--- src/rtl/uart_buffered_pkg.sv ---
// Shared definitions for the buffered UART: register map, LSR/IER bit
// positions, the common TX/RX state encoding and divisor helpers.
package uart_buffered_pkg;

  localparam logic [31:0] OFF_DATA = 32'h00;
  localparam logic [31:0] OFF_LSR  = 32'h04;
  localparam logic [31:0] OFF_DIVR = 32'h08;
  localparam logic [31:0] OFF_DIVT = 32'h0C;
  localparam logic [31:0] OFF_IER  = 32'h10;

  localparam int LSR_RXNE   = 0;
  localparam int LSR_OE     = 1;
  localparam int LSR_PE     = 2;
  localparam int LSR_FE     = 3;
  localparam int LSR_TXNF   = 5;
  localparam int LSR_TXIDLE = 6;

  localparam int IER_RX = 0;
  localparam int IER_TX = 1;

  localparam logic [15:0] MIN_DIV   = 16'd2;
  localparam logic [15:0] DIV_RESET = 16'hFFFF;

  typedef enum logic [2:0] {
    ST_IDLE,
    ST_START,
    ST_DATA,
    ST_PARITY,
    ST_STOP
  } uart_state_e;

  // Word-granular match; byte lanes within a word are ignored.
  function automatic logic reg_hit(input logic [29:0] addr_w, input logic [31:0] base,
                                   input logic [31:0] off);
    logic [31:0] target;
    target = base + off;
    return addr_w == target[31:2];
  endfunction

  function automatic logic [15:0] eff_div(input logic [15:0] div);
    return (div < MIN_DIV) ? MIN_DIV : div;
  endfunction

endpackage

--- src/rtl/uart_buffered_if.sv ---
// CPU bridge bus seen by the UART: byte address, strobes, write data and
// combinational read data.
interface uart_buffered_if;
  logic [31:0] Addr;
  logic        WE;
  logic        RE;
  logic [31:0] Din;
  logic [31:0] Dout;

  modport master (output Addr, output WE, output RE, output Din, input Dout);
  modport slave  (input Addr, input WE, input RE, input Din, output Dout);
endinterface

--- src/rtl/uart_sync_fifo.sv ---
// Single-clock FIFO with registered head; push on full is dropped unless a
// pop happens in the same cycle, pop on empty is ignored.
module uart_sync_fifo #(
  parameter int WIDTH = 8,
  parameter int DEPTH = 4
) (
  input  logic             clk,
  input  logic             rstn,
  input  logic             push,
  input  logic             pop,
  input  logic [WIDTH-1:0] wdata,
  output logic             full,
  output logic             empty,
  output logic [WIDTH-1:0] head
);
  localparam int AW = $clog2(DEPTH);

  logic [WIDTH-1:0] mem_q [DEPTH];
  logic [WIDTH-1:0] mem_d [DEPTH];
  logic [AW-1:0]    rptr_q, rptr_d, wptr_q, wptr_d;
  logic [AW:0]      count_q, count_d;
  logic             do_push, do_pop;

  assign empty   = (count_q == '0);
  assign full    = (count_q == (AW+1)'(DEPTH));
  assign head    = mem_q[rptr_q];
  assign do_pop  = pop & ~empty;
  assign do_push = push & (~full | do_pop);

  always_comb begin
    mem_d   = mem_q;
    rptr_d  = rptr_q;
    wptr_d  = wptr_q;
    count_d = count_q;
    if (do_push) begin
      mem_d[wptr_q] = wdata;
      wptr_d        = wptr_q + 1'b1;
    end
    if (do_pop) rptr_d = rptr_q + 1'b1;
    case ({do_push, do_pop})
      2'b10:   count_d = count_q + 1'b1;
      2'b01:   count_d = count_q - 1'b1;
      default: count_d = count_q;
    endcase
  end

  always_ff @(posedge clk) begin
    if (!rstn) begin
      rptr_q  <= '0;
      wptr_q  <= '0;
      count_q <= '0;
    end else begin
      rptr_q  <= rptr_d;
      wptr_q  <= wptr_d;
      count_q <= count_d;
    end
    mem_q <= mem_d;
  end

endmodule

--- src/rtl/uart_buffered.sv ---
// Memory-mapped UART with RX/TX FIFOs, sticky line errors and maskable irq.
// Even parity is inserted/checked when UART_PARITY_EN is defined.
//   state     | meaning
//   ST_IDLE   | line idle, waiting for FIFO data (TX) or a falling rxd (RX)
//   ST_START  | start bit; RX samples it mid-bit to reject glitches
//   ST_DATA   | DATA_BITS data bits, LSB first
//   ST_PARITY | even parity bit (parity build only)
//   ST_STOP   | stop bit; TX chains straight into the next frame if queued
module uart_buffered
  import uart_buffered_pkg::*;
#(
  parameter logic [31:0] BASE_ADDR  = 32'h7f30,
  parameter int          DATA_BITS  = 8,
  parameter int          FIFO_DEPTH = 4
) (
  input  logic           clk,
  input  logic           rstn,
  uart_buffered_if.slave bus,
  input  logic           rxd,
  output logic           txd,
  output logic           irq
);
  localparam logic [2:0] LAST_BIT = 3'(DATA_BITS - 1);
`ifdef UART_PARITY_EN
  localparam uart_state_e AFTER_DATA = ST_PARITY;
`else
  localparam uart_state_e AFTER_DATA = ST_STOP;
`endif

  logic                 sel_data, sel_lsr, sel_divr, sel_divt, sel_ier;
  logic                 wr_data, rd_data, rd_lsr;
  logic [15:0]          divr_q, divr_d, divt_q, divt_d;
  logic [15:0]          divr_m1, divr_half_m1, divt_m1;
  logic [1:0]           ier_q, ier_d;
  logic                 oe_q, oe_d, pe_q, pe_d, fe_q, fe_d;
  logic                 oe_set, pe_set, fe_set;
  logic                 tx_full, tx_empty, tx_pop;
  logic                 rx_full, rx_empty, rx_push;
  logic [DATA_BITS-1:0] tx_head, rx_head;
  uart_state_e          tx_state_q, tx_state_d, rx_state_q, rx_state_d;
  logic [15:0]          tx_timer_q, tx_timer_d, rx_timer_q, rx_timer_d;
  logic                 tx_tc, rx_tc;
  logic [2:0]           tx_bit_q, tx_bit_d, rx_bit_q, rx_bit_d;
  logic [DATA_BITS-1:0] tx_data_q, tx_data_d, rx_data_q, rx_data_d;
  logic                 tx_idle, rx_nonempty;
  logic [31:0]          lsr;

  assign sel_data = reg_hit(bus.Addr[31:2], BASE_ADDR, OFF_DATA);
  assign sel_lsr  = reg_hit(bus.Addr[31:2], BASE_ADDR, OFF_LSR);
  assign sel_divr = reg_hit(bus.Addr[31:2], BASE_ADDR, OFF_DIVR);
  assign sel_divt = reg_hit(bus.Addr[31:2], BASE_ADDR, OFF_DIVT);
  assign sel_ier  = reg_hit(bus.Addr[31:2], BASE_ADDR, OFF_IER);

  assign wr_data = bus.WE & sel_data;
  assign rd_data = bus.RE & sel_data;
  assign rd_lsr  = bus.RE & sel_lsr;

  // Divisors are sampled at every bit boundary, so writes land on the next bit.
  assign divt_m1      = eff_div(divt_q) - 16'd1;
  assign divr_m1      = eff_div(divr_q) - 16'd1;
  assign divr_half_m1 = (eff_div(divr_q) >> 1) - 16'd1;

  uart_sync_fifo #(.WIDTH(DATA_BITS), .DEPTH(FIFO_DEPTH)) u_tx_fifo (
    .clk   (clk),
    .rstn  (rstn),
    .push  (wr_data),
    .pop   (tx_pop),
    .wdata (bus.Din[DATA_BITS-1:0]),
    .full  (tx_full),
    .empty (tx_empty),
    .head  (tx_head)
  );

  uart_sync_fifo #(.WIDTH(DATA_BITS), .DEPTH(FIFO_DEPTH)) u_rx_fifo (
    .clk   (clk),
    .rstn  (rstn),
    .push  (rx_push),
    .pop   (rd_data),
    .wdata (rx_data_q),
    .full  (rx_full),
    .empty (rx_empty),
    .head  (rx_head)
  );

  assign tx_idle     = tx_empty & (tx_state_q == ST_IDLE);
  assign rx_nonempty = ~rx_empty;
  assign irq         = (ier_q[IER_RX] & rx_nonempty) | (ier_q[IER_TX] & tx_idle);

  always_comb begin
    tx_state_d = tx_state_q;
    tx_bit_d   = tx_bit_q;
    tx_data_d  = tx_data_q;
    tx_pop     = 1'b0;
    tx_tc      = (tx_timer_q == '0);
    tx_timer_d = tx_tc ? tx_timer_q : tx_timer_q - 16'd1;
    case (tx_state_q)
      ST_IDLE: begin
        if (!tx_empty) begin
          tx_pop     = 1'b1;
          tx_data_d  = tx_head;
          tx_timer_d = divt_m1;
          tx_state_d = ST_START;
        end
      end
      ST_START: begin
        if (tx_tc) begin
          tx_bit_d   = '0;
          tx_timer_d = divt_m1;
          tx_state_d = ST_DATA;
        end
      end
      ST_DATA: begin
        if (tx_tc) begin
          tx_timer_d = divt_m1;
          if (tx_bit_q == LAST_BIT) tx_state_d = AFTER_DATA;
          else                      tx_bit_d   = tx_bit_q + 3'd1;
        end
      end
      ST_PARITY: begin
        if (tx_tc) begin
          tx_timer_d = divt_m1;
          tx_state_d = ST_STOP;
        end
      end
      ST_STOP: begin
        if (tx_tc) begin
          if (!tx_empty) begin
            tx_pop     = 1'b1;
            tx_data_d  = tx_head;
            tx_timer_d = divt_m1;
            tx_state_d = ST_START;
          end else begin
            tx_state_d = ST_IDLE;
          end
        end
      end
      default: tx_state_d = ST_IDLE;
    endcase
  end

  always_comb begin
    txd = 1'b1;
    case (tx_state_q)
      ST_START:  txd = 1'b0;
      ST_DATA:   txd = tx_data_q[tx_bit_q];
      ST_PARITY: txd = ^tx_data_q;
      default:   txd = 1'b1;
    endcase
  end

  always_comb begin
    rx_state_d = rx_state_q;
    rx_bit_d   = rx_bit_q;
    rx_data_d  = rx_data_q;
    rx_push    = 1'b0;
    oe_set     = 1'b0;
    pe_set     = 1'b0;
    fe_set     = 1'b0;
    rx_tc      = (rx_timer_q == '0);
    rx_timer_d = rx_tc ? rx_timer_q : rx_timer_q - 16'd1;
    case (rx_state_q)
      ST_IDLE: begin
        if (!rxd) begin
          rx_timer_d = divr_half_m1;
          rx_state_d = ST_START;
        end
      end
      ST_START: begin
        if (rx_tc) begin
          if (rxd) begin
            rx_state_d = ST_IDLE;
          end else begin
            rx_bit_d   = '0;
            rx_timer_d = divr_m1;
            rx_state_d = ST_DATA;
          end
        end
      end
      ST_DATA: begin
        if (rx_tc) begin
          rx_data_d  = {rxd, rx_data_q[DATA_BITS-1:1]};
          rx_timer_d = divr_m1;
          if (rx_bit_q == LAST_BIT) rx_state_d = AFTER_DATA;
          else                      rx_bit_d   = rx_bit_q + 3'd1;
        end
      end
      ST_PARITY: begin
        if (rx_tc) begin
          pe_set     = (^rx_data_q) ^ rxd;
          rx_timer_d = divr_m1;
          rx_state_d = ST_STOP;
        end
      end
      ST_STOP: begin
        if (rx_tc) begin
          rx_state_d = ST_IDLE;
          if (!rxd) begin
            fe_set = 1'b1;
          end else begin
            rx_push = 1'b1;
            oe_set  = rx_full & ~rd_data;
          end
        end
      end
      default: rx_state_d = ST_IDLE;
    endcase
  end

  // A new error in the clearing cycle wins over the clear.
  always_comb begin
    divr_d = (bus.WE & sel_divr) ? bus.Din[15:0] : divr_q;
    divt_d = (bus.WE & sel_divt) ? bus.Din[15:0] : divt_q;
    ier_d  = (bus.WE & sel_ier)  ? bus.Din[1:0]  : ier_q;
    oe_d   = (oe_q & ~rd_lsr) | oe_set;
    pe_d   = (pe_q & ~rd_lsr) | pe_set;
    fe_d   = (fe_q & ~rd_lsr) | fe_set;
  end

  always_comb begin
    lsr             = '0;
    lsr[LSR_RXNE]   = rx_nonempty;
    lsr[LSR_OE]     = oe_q;
    lsr[LSR_PE]     = pe_q;
    lsr[LSR_FE]     = fe_q;
    lsr[LSR_TXNF]   = ~tx_full;
    lsr[LSR_TXIDLE] = tx_idle;
  end

  always_comb begin
    bus.Dout = '0;
    if (sel_data)      bus.Dout = rx_empty ? 32'd0 : 32'(rx_head);
    else if (sel_lsr)  bus.Dout = lsr;
    else if (sel_divr) bus.Dout = {16'd0, divr_q};
    else if (sel_divt) bus.Dout = {16'd0, divt_q};
    else if (sel_ier)  bus.Dout = {30'd0, ier_q};
  end

  always_ff @(posedge clk) begin
    if (!rstn) begin
      divr_q     <= DIV_RESET;
      divt_q     <= DIV_RESET;
      ier_q      <= 2'b01;
      oe_q       <= 1'b0;
      pe_q       <= 1'b0;
      fe_q       <= 1'b0;
      tx_state_q <= ST_IDLE;
      tx_timer_q <= '0;
      tx_bit_q   <= '0;
      tx_data_q  <= '0;
      rx_state_q <= ST_IDLE;
      rx_timer_q <= '0;
      rx_bit_q   <= '0;
      rx_data_q  <= '0;
    end else begin
      divr_q     <= divr_d;
      divt_q     <= divt_d;
      ier_q      <= ier_d;
      oe_q       <= oe_d;
      pe_q       <= pe_d;
      fe_q       <= fe_d;
      tx_state_q <= tx_state_d;
      tx_timer_q <= tx_timer_d;
      tx_bit_q   <= tx_bit_d;
      tx_data_q  <= tx_data_d;
      rx_state_q <= rx_state_d;
      rx_timer_q <= rx_timer_d;
      rx_bit_q   <= rx_bit_d;
      rx_data_q  <= rx_data_d;
    end
  end

endmodule

--- src/flat_wrapper.sv ---
// flat-port wrapper written by rule: the top's interface ports become plain ports
module uart_buffered_flat import uart_buffered_pkg::*;
#(
  parameter logic [31:0] BASE_ADDR  = 32'h7f30,
  parameter int          DATA_BITS  = 8,
  parameter int          FIFO_DEPTH = 4
)
  (clk, rstn, rxd, txd, irq, bus_Addr, bus_WE, bus_RE, bus_Din, bus_Dout);
  uart_buffered_if bus_i ();
  input  logic clk;
  input  logic rstn;
  input  logic rxd;
  output logic txd;
  output logic irq;
  input wire logic [$bits(bus_i.Addr)-1:0] bus_Addr;
  input wire logic [$bits(bus_i.WE)-1:0] bus_WE;
  input wire logic [$bits(bus_i.RE)-1:0] bus_RE;
  input wire logic [$bits(bus_i.Din)-1:0] bus_Din;
  output wire logic [$bits(bus_i.Dout)-1:0] bus_Dout;
  assign bus_i.Addr = bus_Addr;
  assign bus_i.WE = bus_WE;
  assign bus_i.RE = bus_RE;
  assign bus_i.Din = bus_Din;
  assign bus_Dout = bus_i.Dout;
  uart_buffered #(.BASE_ADDR(BASE_ADDR), .DATA_BITS(DATA_BITS), .FIFO_DEPTH(FIFO_DEPTH)) u_core (.clk(clk), .rstn(rstn), .bus(bus_i), .rxd(rxd), .txd(txd), .irq(irq));
endmodule
--- config.mk ---
export PLATFORM = sky130hd
export DESIGN_NAME = uart_buffered_flat
export DESIGN_NICKNAME = d
export VERILOG_FILES = /design/src/rtl/uart_buffered_pkg.sv /design/src/rtl/uart_buffered_if.sv /design/src/rtl/uart_sync_fifo.sv /design/src/rtl/uart_buffered.sv /design/src/flat_wrapper.sv
export SDC_FILE = /design/constraint.sdc
export NUM_CORES = 1
export LEC_CHECK = 0
export CORE_AREA = 5 5 171 132
export CTS_BUF_LIST = sky130_fd_sc_hd__clkbuf_2
export DETAILED_ROUTE_END_ITERATION = 7
export DIE_AREA = 0 0 176 137
export GPL_TIMING_DRIVEN = 0
export PLACE_DENSITY_LB_ADDON = 0.1
export SYNTH_ARGS = -nofsm -noshare
export SYNTH_HDL_FRONTEND = slang
export SYNTH_HIERARCHICAL = 1
export SYNTH_SLANG_ARGS = --single-unit
export TNS_END_PERCENT = 5
--- constraint.sdc ---
create_clock -name clk -period 4 [get_ports clk]
set_input_delay 0.6 -clock clk [delete_from_list [all_inputs] [get_ports clk]]
set_output_delay 0.6 -clock clk [all_outputs]
set_load 0.05 [all_outputs]
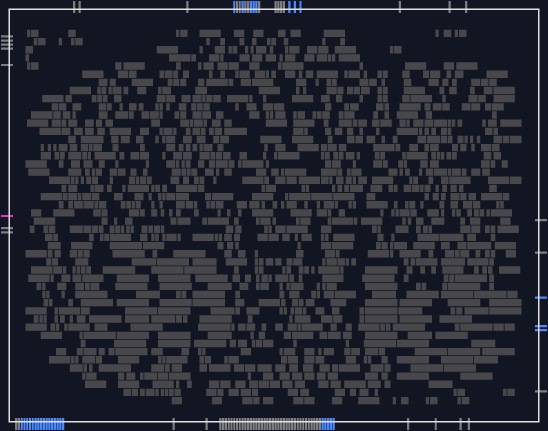
**Above:** I/O pins on the die edge.
(3 px per µm) Pins as bars across the die edge, other pins in gray.
legend:
  rxd:
    color: magenta
    pins: 1
    direction: input
    edge: west
  bus_Din:
    color: blue
    pins: 32
    direction: input
    edge: 21 south, 8 north, 3 east
all pins by edge: 66 south, 23 north, 8 west, 6 east

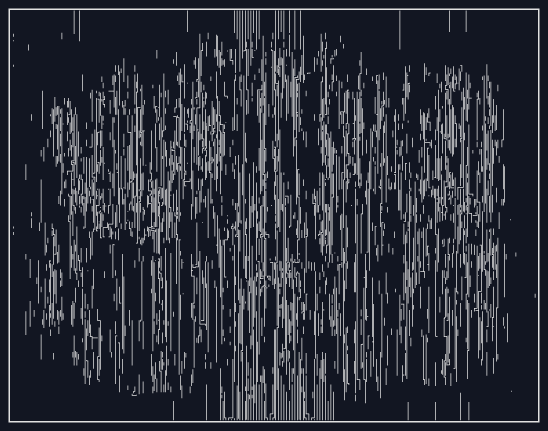
**Above:** metal 2.
(3 px per µm)
nets with wire on the layer: 977
main direction: vertical
longest straight run: 64.3 µm
share of all routed wire: 45%

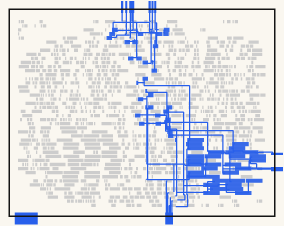
**Above:** nets reached from selected ports.
(1.5 px per µm)
legend:
  bus_Din:
    color: blue
    bits: 32
    direction: input
    end_cells: 66
    buffers: 16
    wire: 1430 µm

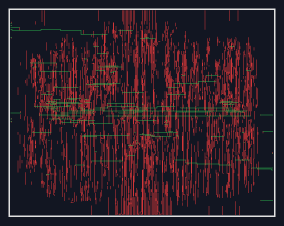
**Above:** metal layers overlaid.
(1.5 px per µm) Only two layers are drawn.
legend:
  M3:
    color: green
    wire_length: 1260 µm
  M2:
    color: red
    wire_length: 11900 µm

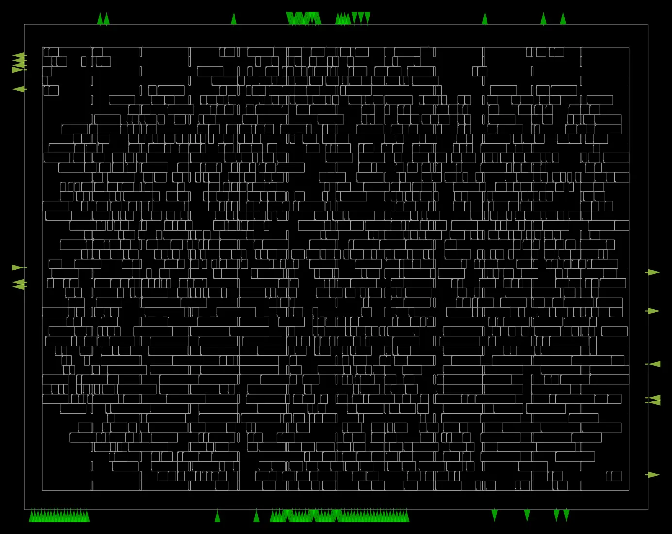
**Above:** cell placement.
Post-Route Utilization: 54.6%
Seq area share: 36.6%
sequential cells: 175

==> reports/results.txt <==
Status = completed
Nets = 1245
CTS tree = yes
Drt pass-1 iters = 5
Peak VDD IR = 0.226 mV
Die width = 176 µm
Setup Buffers After CTS = 0
Worst-case hold slack = 0.453 ns
Diodes inserted = 0
Clk slew on worst S/H paths = 0.26 ns
R2r endpoint = u_core/u_tx_fifo/count_q[2]
Cell count after synthesis = 1054
PwrDens = 351 nW/µm²
CP arrival = 3.25 ns
Netlist Area Pre-Place = 10100 µm²
Final clock skew = 0.0346 ns
Row count = 46
Worst Setup Start Kind = input pin
First-pass GRT wire length = 41.9 mm
GRT met2 Usage = 34.7%
R2r startpoint = u_core/tx_timer_q[8]
Clock sink count = 175
Worst slack at placement = -0.513 ns
Detail Route Antenna Nets = 0
Vias = 8252
Post-DP HPWL = 19.9 mm
Synthesis-to-finish area growth = 12.1%
Top cell excl fill/tap = nand2_1
Worst Setup EP = bus_Dout[4]
WL/cell = 18.3 µm
Largest regs = u_core/u_rx_fifo/mem_q x32, u_core/u_tx_fifo/mem_q x32
Share of layout cells above drive strength 1 = 12.6%
Core box area = 20700 µm²
Vias per inst = 5.76
Post-synth cell types = 90
Fmax = 0.260 GHz
RSZ-0062 raised after global routing = true
Met3 usage = 4.64%
DP Area = 11200 µm²
GRT overflow = 0
Register area share after synthesis = 41.1%
Final setup vio count = 0
Routed wire length = 26.3 mm
Finished Layout Cells = 1433
Placed Cells = 1401
Most common logic cells in the final layout = 114 x nand2_1, 111 x dfxtp_1, 64 x edfxtp_1, 61 x a21oi_1, 57 x nor2_1
Min-delay src = bus_Din[8]
Pin count of the biggest net entering global routing = 17
Met1 Use GR = 31.2%
Routed wl met3 = 1.26 mm
# H-tree levels = 4
Reg2reg path depth = 12
Tot Pwr = 3.97 mW
Post-synthesis async set-or-reset flop share = 0%
DRT met1 WL = 12.8 mm
Most Crowded Layer GR = met2
Clk root buf = clkbuf_2
Critical Path Sink Type = primary output
Hold WC Path Type = input pin to flop
WL met2 = 11.9 mm
RD Place Congestion = 0.868
Clk_lat worst skew = 0.76 ns
Crit path cell chain = clkdlybuf4s50_1, or4b_4, or4_4, nor2_1, nand3_1, o2bb2ai_1, dlygate4sd2_1
EDFF count, synth = 64
CTS Buffer Depth = 2
Num ports = 103
Ys flop type = dfxtp_1
Max Cap Viol = 0
Final-report hold violation count = 0
WS Path Type = input pin to primary output
Tally of OpenROAD warnings = 51
Critical Path Start = bus_Addr[17]
Die area = 24100 µm²
area by class of cell:
class	count	area, µm²
fillers	1929	9400
well taps	264	330
inverters	31	116
flip-flops and latches	175	4140
clock buffers	21	105
plain buffers	83	458
repair buffers	68	618
clock inverters	11	81.3
multi-input cells	780	5460
cell families after synthesis:
| kind of cell | share of synthesized area (%) |
|---|---|
| xor gates and xnor gates | 5.64 |
| adders and majority gates | 2.63 |
| AOI/OAI and AO/OA | 14.5 |
| and+or+nand+nor | 20.5 |
| other | 0.0372 |
| buffers and inverters | 5.67 |
| muxes | 10.0 |
| DFF | 41.1 |
how the worst min path moves through the flow:
stage | cells past startpoint | end | slack (ns)
finish | 3 | u_core/divr_q[8] | 0.45
global route | 3 | u_core/divt_q[13] | 0.38
CTS | 3 | u_core/divr_q[13] | 0.37
detailed placement | 2 | u_core/rx_bit_q[1] | 0.47
global placement | 2 | u_core/rx_bit_q[2] | 0.46
floorplan | 2 | u_core/fe_q | 0.45
cell usage after synthesis (22+ instances only):
master | number | area share, %
a21oi_1 | 61 | 3.0
clkbuf_1 | 45 | 1.7
dfxtp_1 | 111 | 22
edfxtp_1 | 64 | 19
inv_1 | 29 | 1.1
mux2i_1 | 56 | 5.6
nand2_1 | 114 | 4.2
nand3_1 | 28 | 1.4
nor2_1 | 59 | 2.2
nor3_1 | 33 | 1.6
nor4_1 | 22 | 1.4
o21ai_0 | 38 | 1.9
xnor2_1 | 38 | 3.3
xor2_1 | 27 | 2.3
timing repair:
item	in CTS	in global routing
gates resized	39	35
endpoints found under the setup margin	17	19
hold buffers	0	0
power breakdown:
part | leakage (nW) | internal [mW] | switching [mW]
combinational | 2.26 | 0.476 | 0.653
sequential | 1.49 | 1.93 | 0.106
clock | 0.123 | 0.179 | 0.627
total | 3.87 | 2.58 | 1.39
Power and IR drop assume default switching activity.
